==> run_1/layer_met1.png <==
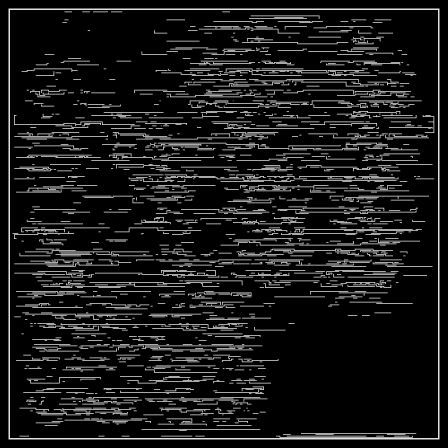
==> run_1/layer_met2.png <==
Bar = 20 um. Cells faint in the background.
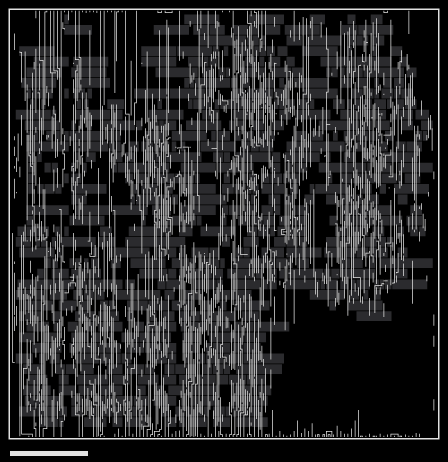
==> run_1/layer_met3.png <==
Bar = 20 um.
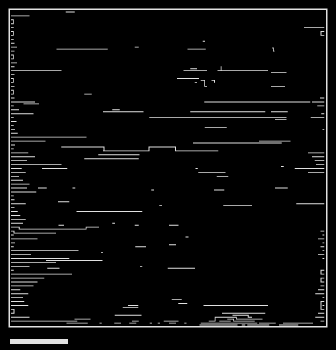
==> src/rtl/accum_feeder.sv <==
// accum_feeder: moves per-tree results from the DTP lanes into the accumulator
// input FIFOs, counts them per lane, and once every lane has delivered its
// quota waits a fixed drain time, pulses the accumulator finish and captures
// the job result (argmax label for classification, value for regression).
//
// Ports
//   clk, rst              clock, asynchronous active-high reset
//   i_start               job start pulse (IDLE only)
//   i_is_clf              job type, latched at start
//   i_n_results           results expected per lane, latched at start
//   i_abort               abort/flush request, any state
//   i_dtp_vld/i_dtp_data  per-lane result valid / data
//   o_dtp_rdy             per-lane ready (combinational)
//   o_in_fifo_push/_rear  accumulator FIFO push / write data (combinational)
//   i_in_fifo_is_full     accumulator FIFO full flags
//   o_is_clf              latched job type
//   o_is_accum_fin        one-cycle finish pulse to the accumulator
//   o_flush               one-cycle flush pulse after an abort
//   i_clf_accum_reg(_vld) classification registers and update pulses
//   i_rgs_accum_reg(_vld) regression register and update pulse
//   o_busy                state != IDLE
//   o_done                one-cycle result-valid pulse
//   o_result              captured result, held until the next capture
module accum_feeder #(
  parameter int unsigned N_DTPS       = 4,
  parameter int unsigned FIFO_WIDTH   = 16,
  parameter int unsigned N_LABELS     = 4,
  parameter int unsigned CNT_W        = 8,
  parameter int unsigned DRAIN_CYCLES = 4
) (
  input  logic                           clk,
  input  logic                           rst,
  input  logic                           i_start,
  input  logic                           i_is_clf,
  input  logic [CNT_W-1:0]               i_n_results,
  input  logic                           i_abort,
  input  logic [N_DTPS-1:0]              i_dtp_vld,
  input  logic [N_DTPS*FIFO_WIDTH-1:0]   i_dtp_data,
  output logic [N_DTPS-1:0]              o_dtp_rdy,
  output logic [N_DTPS-1:0]              o_in_fifo_push,
  output logic [N_DTPS*FIFO_WIDTH-1:0]   o_in_fifo_rear,
  input  logic [N_DTPS-1:0]              i_in_fifo_is_full,
  output logic                           o_is_clf,
  output logic                           o_is_accum_fin,
  output logic                           o_flush,
  input  logic [N_LABELS*FIFO_WIDTH-1:0] i_clf_accum_reg,
  input  logic [N_LABELS-1:0]            i_clf_accum_reg_vld,
  input  logic [FIFO_WIDTH-1:0]          i_rgs_accum_reg,
  input  logic                           i_rgs_accum_reg_vld,
  output logic                           o_busy,
  output logic                           o_done,
  output logic [FIFO_WIDTH-1:0]          o_result
);

  localparam int unsigned LBL_W = (N_LABELS > 1) ? $clog2(N_LABELS) : 1;
  localparam int unsigned DRN_W = 8;
  localparam logic [DRN_W-1:0] DRAIN_LAST =
    (DRAIN_CYCLES == 0) ? '0 : DRN_W'(DRAIN_CYCLES - 1);

  typedef enum logic [2:0] {
    S_IDLE,
    S_FEED,
    S_DRAIN,
    S_FIN,
    S_WAIT_RES
  } state_t;

  state_t             state;
  state_t             state_nxt;

  logic               is_clf_q;
  logic [CNT_W-1:0]   n_res_q;
  logic [CNT_W-1:0]   cnt     [N_DTPS];
  logic [CNT_W-1:0]   cnt_inc [N_DTPS];
  logic [DRN_W-1:0]   drain_cnt;

  logic [N_DTPS-1:0]  lane_done;
  logic [N_DTPS-1:0]  lane_fin;
  logic [N_DTPS-1:0]  rdy;
  logic [N_DTPS-1:0]  push;

  logic               start_ok;
  logic               drain_inc;
  logic               capture;
  logic [FIFO_WIDTH-1:0] cap_val;

  logic [FIFO_WIDTH-1:0] best_val;
  logic [LBL_W-1:0]      best_idx;

  logic               fin_q;
  logic               flush_q;
  logic               busy_q;
  logic               done_q;
  logic [FIFO_WIDTH-1:0] result_q;

  assign start_ok = (state == S_IDLE) & i_start & ~i_abort;

  // Per-lane handshake; lane_fin also folds in this cycle's handshake so the
  // FSM can leave FEED on the same edge as the last push.
  always_comb begin
    lane_done = '0;
    lane_fin  = '0;
    rdy       = '0;
    push      = '0;
    for (int unsigned l = 0; l < N_DTPS; l++) begin
      cnt_inc[l]   = cnt[l] + CNT_W'(1);
      lane_done[l] = (cnt[l] == n_res_q);
      rdy[l]       = (state == S_FEED) & ~lane_done[l] & ~i_in_fifo_is_full[l] & ~i_abort;
      push[l]      = i_dtp_vld[l] & rdy[l];
      lane_fin[l]  = lane_done[l] | (push[l] & (cnt_inc[l] == n_res_q));
    end
  end

  assign o_dtp_rdy      = rdy;
  assign o_in_fifo_push = push;
  assign o_in_fifo_rear = i_dtp_data;

  // Unsigned argmax; strict compare keeps the lowest index on ties.
  always_comb begin
    best_val = i_clf_accum_reg[0 +: FIFO_WIDTH];
    best_idx = '0;
    for (int unsigned l = 1; l < N_LABELS; l++) begin
      if (i_clf_accum_reg[l*FIFO_WIDTH +: FIFO_WIDTH] > best_val) begin
        best_val = i_clf_accum_reg[l*FIFO_WIDTH +: FIFO_WIDTH];
        best_idx = LBL_W'(l);
      end
    end
  end

  // State register.
  always_ff @(posedge clk or posedge rst) begin
    if (rst) begin
      state <= S_IDLE;
    end else begin
      state <= state_nxt;
    end
  end

  // Next-state and capture decode; abort overrides everything.
  always_comb begin
    state_nxt = state;
    drain_inc = 1'b0;
    capture   = 1'b0;
    cap_val   = '0;
    if (i_abort) begin
      state_nxt = S_IDLE;
    end else begin
      case (state)
        S_IDLE: begin
          if (i_start) begin
            state_nxt = S_FEED;
          end
        end
        S_FEED: begin
          if (&lane_fin) begin
            state_nxt = (DRAIN_CYCLES == 0) ? S_FIN : S_DRAIN;
          end
        end
        S_DRAIN: begin
          if (drain_cnt == DRAIN_LAST) begin
            state_nxt = S_FIN;
          end else begin
            drain_inc = 1'b1;
          end
        end
        S_FIN: begin
          state_nxt = S_WAIT_RES;
        end
        S_WAIT_RES: begin
          if (is_clf_q && (|i_clf_accum_reg_vld)) begin
            capture   = 1'b1;
            cap_val   = FIFO_WIDTH'(best_idx);
            state_nxt = S_IDLE;
          end else if (!is_clf_q && i_rgs_accum_reg_vld) begin
            capture   = 1'b1;
            cap_val   = i_rgs_accum_reg;
            state_nxt = S_IDLE;
          end
        end
        default: begin
          state_nxt = S_IDLE;
        end
      endcase
    end
  end

  // Job parameters latched at start.
  always_ff @(posedge clk or posedge rst) begin
    if (rst) begin
      is_clf_q <= 1'b0;
      n_res_q  <= '0;
    end else if (start_ok) begin
      is_clf_q <= i_is_clf;
      n_res_q  <= i_n_results;
    end
  end

  // Per-lane result counters.
  always_ff @(posedge clk or posedge rst) begin
    if (rst) begin
      for (int unsigned l = 0; l < N_DTPS; l++) begin
        cnt[l] <= '0;
      end
    end else if (i_abort || start_ok) begin
      for (int unsigned l = 0; l < N_DTPS; l++) begin
        cnt[l] <= '0;
      end
    end else begin
      for (int unsigned l = 0; l < N_DTPS; l++) begin
        if (push[l]) begin
          cnt[l] <= cnt_inc[l];
        end
      end
    end
  end

  // Drain timer, cleared at every job start or abort.
  always_ff @(posedge clk or posedge rst) begin
    if (rst) begin
      drain_cnt <= '0;
    end else if (i_abort || start_ok) begin
      drain_cnt <= '0;
    end else if (drain_inc) begin
      drain_cnt <= drain_cnt + DRN_W'(1);
    end
  end

  // Registered status and result outputs.
  always_ff @(posedge clk or posedge rst) begin
    if (rst) begin
      fin_q    <= 1'b0;
      flush_q  <= 1'b0;
      busy_q   <= 1'b0;
      done_q   <= 1'b0;
      result_q <= '0;
    end else begin
      fin_q   <= (state_nxt == S_FIN);
      flush_q <= i_abort;
      busy_q  <= (state_nxt != S_IDLE);
      done_q  <= capture;
      if (capture) begin
        result_q <= cap_val;
      end
    end
  end

  assign o_is_clf       = is_clf_q;
  assign o_is_accum_fin = fin_q;
  assign o_flush        = flush_q;
  assign o_busy         = busy_q;
  assign o_done         = done_q;
  assign o_result       = result_q;

endmodule

==> config.mk <==
export PLATFORM = sky130hd
export DESIGN_NAME = accum_feeder
export DESIGN_NICKNAME = d
export VERILOG_FILES = /design/src/rtl/accum_feeder.sv
export SDC_FILE = /design/constraint.sdc
export NUM_CORES = 1
export LEC_CHECK = 0
export CORE_UTILIZATION = 55
export DETAILED_ROUTE_END_ITERATION = 10
export DONT_BUFFER_PORTS = 1
export PLACE_DENSITY = 0.75
export SLEW_MARGIN = 0
export SYNTH_ARGS = -nofsm -noshare
export SYNTH_HDL_FRONTEND = slang
export SYNTH_SLANG_ARGS = --single-unit
export TNS_END_PERCENT = 20
==> constraint.sdc <==
create_clock -name clk -period 3.3 [get_ports clk]
set_input_delay 0.66 -clock clk [delete_from_list [all_inputs] [get_ports clk]]
set_output_delay 0.66 -clock clk [all_outputs]
set_load 0.02 [all_outputs]
==> out/results.ini, run 1 <==
[layout]
n_antenna_cell=0
n_clock_buffer=9
synthToLayoutAreaGrowth_pct=7.671
layout_top_cell=dfrtp_1
lay_top_cells=72 x dfrtp_1, 67 x nand2_1, 50 x ha_1
nets=933
largest_cell_class=logic gates
n_all_inverters=30
n_fill_cell=959
seq_area_sq_um=1802

[worst_setup_path]
worstSetupStartpointType=input pin
cp_num_cells=26
critical_path_arrival_ns=5.06
end_kind=flip-flop
r2r_slack_ns=0.72
reg2reg_from=n_res_q[4]
reg2reg_depth=6

[floorplan]
fp_util_pct=56.23
n_tap_cell=143
core_sq_um=11370

[timing]
setup_tns_ns=-3.081
max_freq_ghz=0.2064
period_used_pct=146.8
setup-violations-final=2
hold_ws_ns=0.2750
fin_ws_ns=-1.545

[logic_synthesis]
synth_cells=746
synthAoiAreaFrac_pct=11.94
synth_flops=72
flop_cell=dfrtp_1
yosys.stat.chipArea_sq_um=6394
adder_share_pct=10.37
synth_top_area_share_pct=28.18
syn_avg_cell_area_sq_um=8.571
yosysUniqueCellTypes=66
synthSimpleGateAreaFrac_pct=21.45
ys_warn_count=0

[run_status]
outcome=finished with violations
violations=setup timing

[clock_network]
cts_sinks=72
ctsHtreeMaxLevel=3

[placed_design]
placed_cells=832
placed_area_sq_um=6317

[hold_path]
min_path_type=in2async

[grt]
gr-total-overflow=0
grt_busiest_layer=met2
grt.met1_usage_pct=31.45

[power]
p_int_mw=1.982
power.total_mw=2.945

-- layer_met1.png (at the start) --
nets with wire on the layer = 820
share of all routed wire = 40%
wire length on this layer = 6540 um
longest straight run = 34.0 um
main direction = horizontal

-- layer_met2.png (at the start) --
main direction = vertical
share of all routed wire = 49%
longest straight run = 51.0 um
routed via count: 5283
Post-Route WL: 16420 um
met2 Use GR: 46.21%

-- layer_met3.png (at the start) --
nets with wire on the layer = 152
longest straight run = 47.4 um
share of all routed wire = 7.3%
main direction = horizontal

==> run_1/layer_met4.png <==
Cells faint in the background.
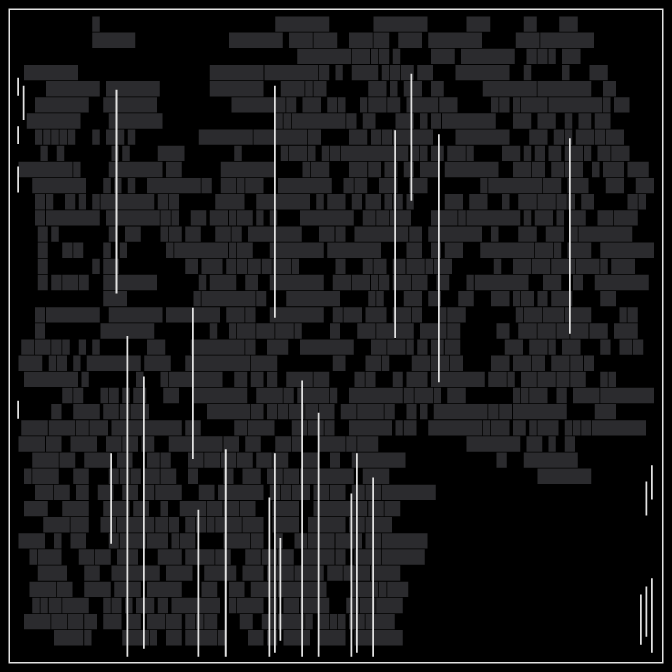

==> run 2: changes to the inputs <==
- ABC_AREA: unset -> 1
- CORE_UTILIZATION: 55 -> 45
- DONT_BUFFER_PORTS: 1 -> unset
- PLACE_DENSITY: 0.75 -> 0.88
==> run_2/layer_met4.png <==
Cells faint in the background.
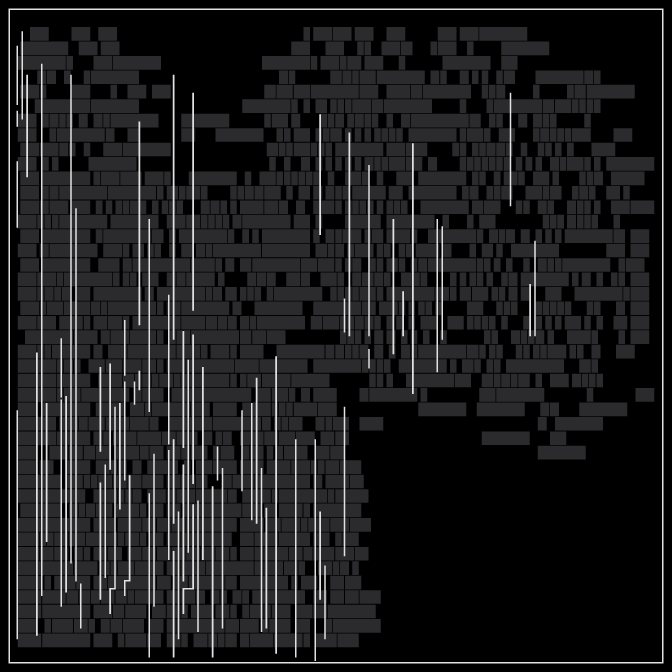
main direction = vertical
wire length on this layer = 1920 um
nets with wire on the layer = 67
longest straight run = 100 um
share of all routed wire = 8.3%

==> run_2/layer_met3.png <==
Bar = 20 um.
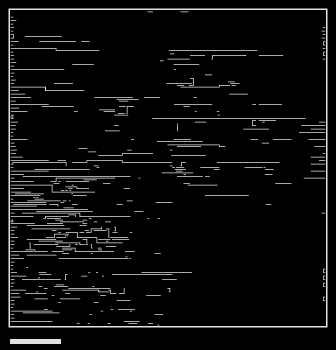
wire length on this layer = 1990 um
longest straight run = 59.3 um
share of all routed wire = 8.6%
nets with wire on the layer = 242
main direction = horizontal
routed via count: 7341
Post-Route WL: 23150 um
met3 Use GR: 6.924%

==> run 2 against run 1 <==
Effect of this change: critical path depth grew 5; the flow still finishes with violations (setup timing); first-iteration DRC count rose by 69%; clock skew hardly changed; clock power is about 20% higher; utilization increased by 5.0 points.
==> out/results.ini, run 2 <==
[run_status]
outcome=finished with violations
violations=setup timing

[layout]
layout_top_cell=nand2_1
top_register=cnt
largest_reg_flops=32
synthToLayoutAreaGrowth_pct=40.11
nets=1345
n_clock_buffer=9
lay_top_cells=280 x nand2_1, 100 x clkdlybuf4s50_1, 92 x buf_4
n_fill_cell=1016
sh_seq_area_pct=19.57
largest_cell_class=logic gates
nonClockBufferCount=237
seq_area_sq_um=1802
n_all_inverters=108
logic_area_sq_um=4140
n_antenna_cell=2

[worst_setup_path]
r2r_slack_ns=0.98
critical_path_arrival_ns=5.21
startpoint=i_clf_accum_reg[14]
crit_family=simple AND/OR/NAND/NOR gates
reg2reg_depth=14
end_kind=flip-flop
cp_num_cells=31
reg2reg_from=n_res_q[4]
worst_ep_required_time_ns=3.53
worstSetupStartpointType=input pin
cpMostUsedCell=nand2_1

[logic_synthesis]
flop_cell=dfrtp_1
yosysMostFrequentCell=nand2_1
ys_warn_count=0
adder_share_pct=10.09
top_logic_kind=simple AND/OR/NAND/NOR gates
yosysUniqueCellTypes=43
synthArstFlopShare_pct=100.0
synth_flops=72
yosysTopAreaCell=dfrtp_1
yosys.stat.chipArea_sq_um=6570
synthSimpleGateAreaFrac_pct=29.63
synth_cells=960
synth_top_area_share_pct=27.42
syn_avg_cell_area_sq_um=6.844
synthAoiAreaFrac_pct=12.66

[timing]
finalHoldViolCount=0
final_max_slew_viol_count=0
worst_slew_pin_slew_ns=0.8130
period_used_pct=150.9
rsz0062_at_grt=true
setup_tns_ns=-3.330
max_freq_ghz=0.2008
hold_ws_ns=0.4913
fin_skew_ns=0.006770
setup-violations-final=2
fin_ws_ns=-1.681

[clock_network]
clk_path_buf_depth=2
cts_sinks=72
cts_tree=yes
ctsHtreeMaxLevel=3
ctsRootBufferMaster=clkbuf_16

[power]
power.total_mw=3.419
p_clk_share_pct=33.4
vdd_drop_max_uv=285.3
p_int_mw=2.274
p_clk_mw=1.14

[detailed_routing]
ant_nets=0

[floorplan]
die_y_um=122.8
chipArea_sq_um=15090
io_pins=263
die_w_um=122.8
fp_util_pct=46.79
core_sq_um=14040
n_tap_cell=180

[placed_design]
gp_congestion=0.9289
placed_area_sq_um=8065
port_buffers=134
dp_hpwl_um=13580
placed_cells=1253

[grt]
grt_busiest_layer=met2
grt_pass1_wl_um=30110
gr-total-overflow=0
grt_pass1_vias=6698
grt.met1_usage_pct=28.16
gr-usage-met2_pct=44.42

[hold_path]
hold_start=o_result[4]
min_path_type=reg2reg
whs_path_depth=2

Power figures rest on the tool's default switching activity, not on a simulated workload.
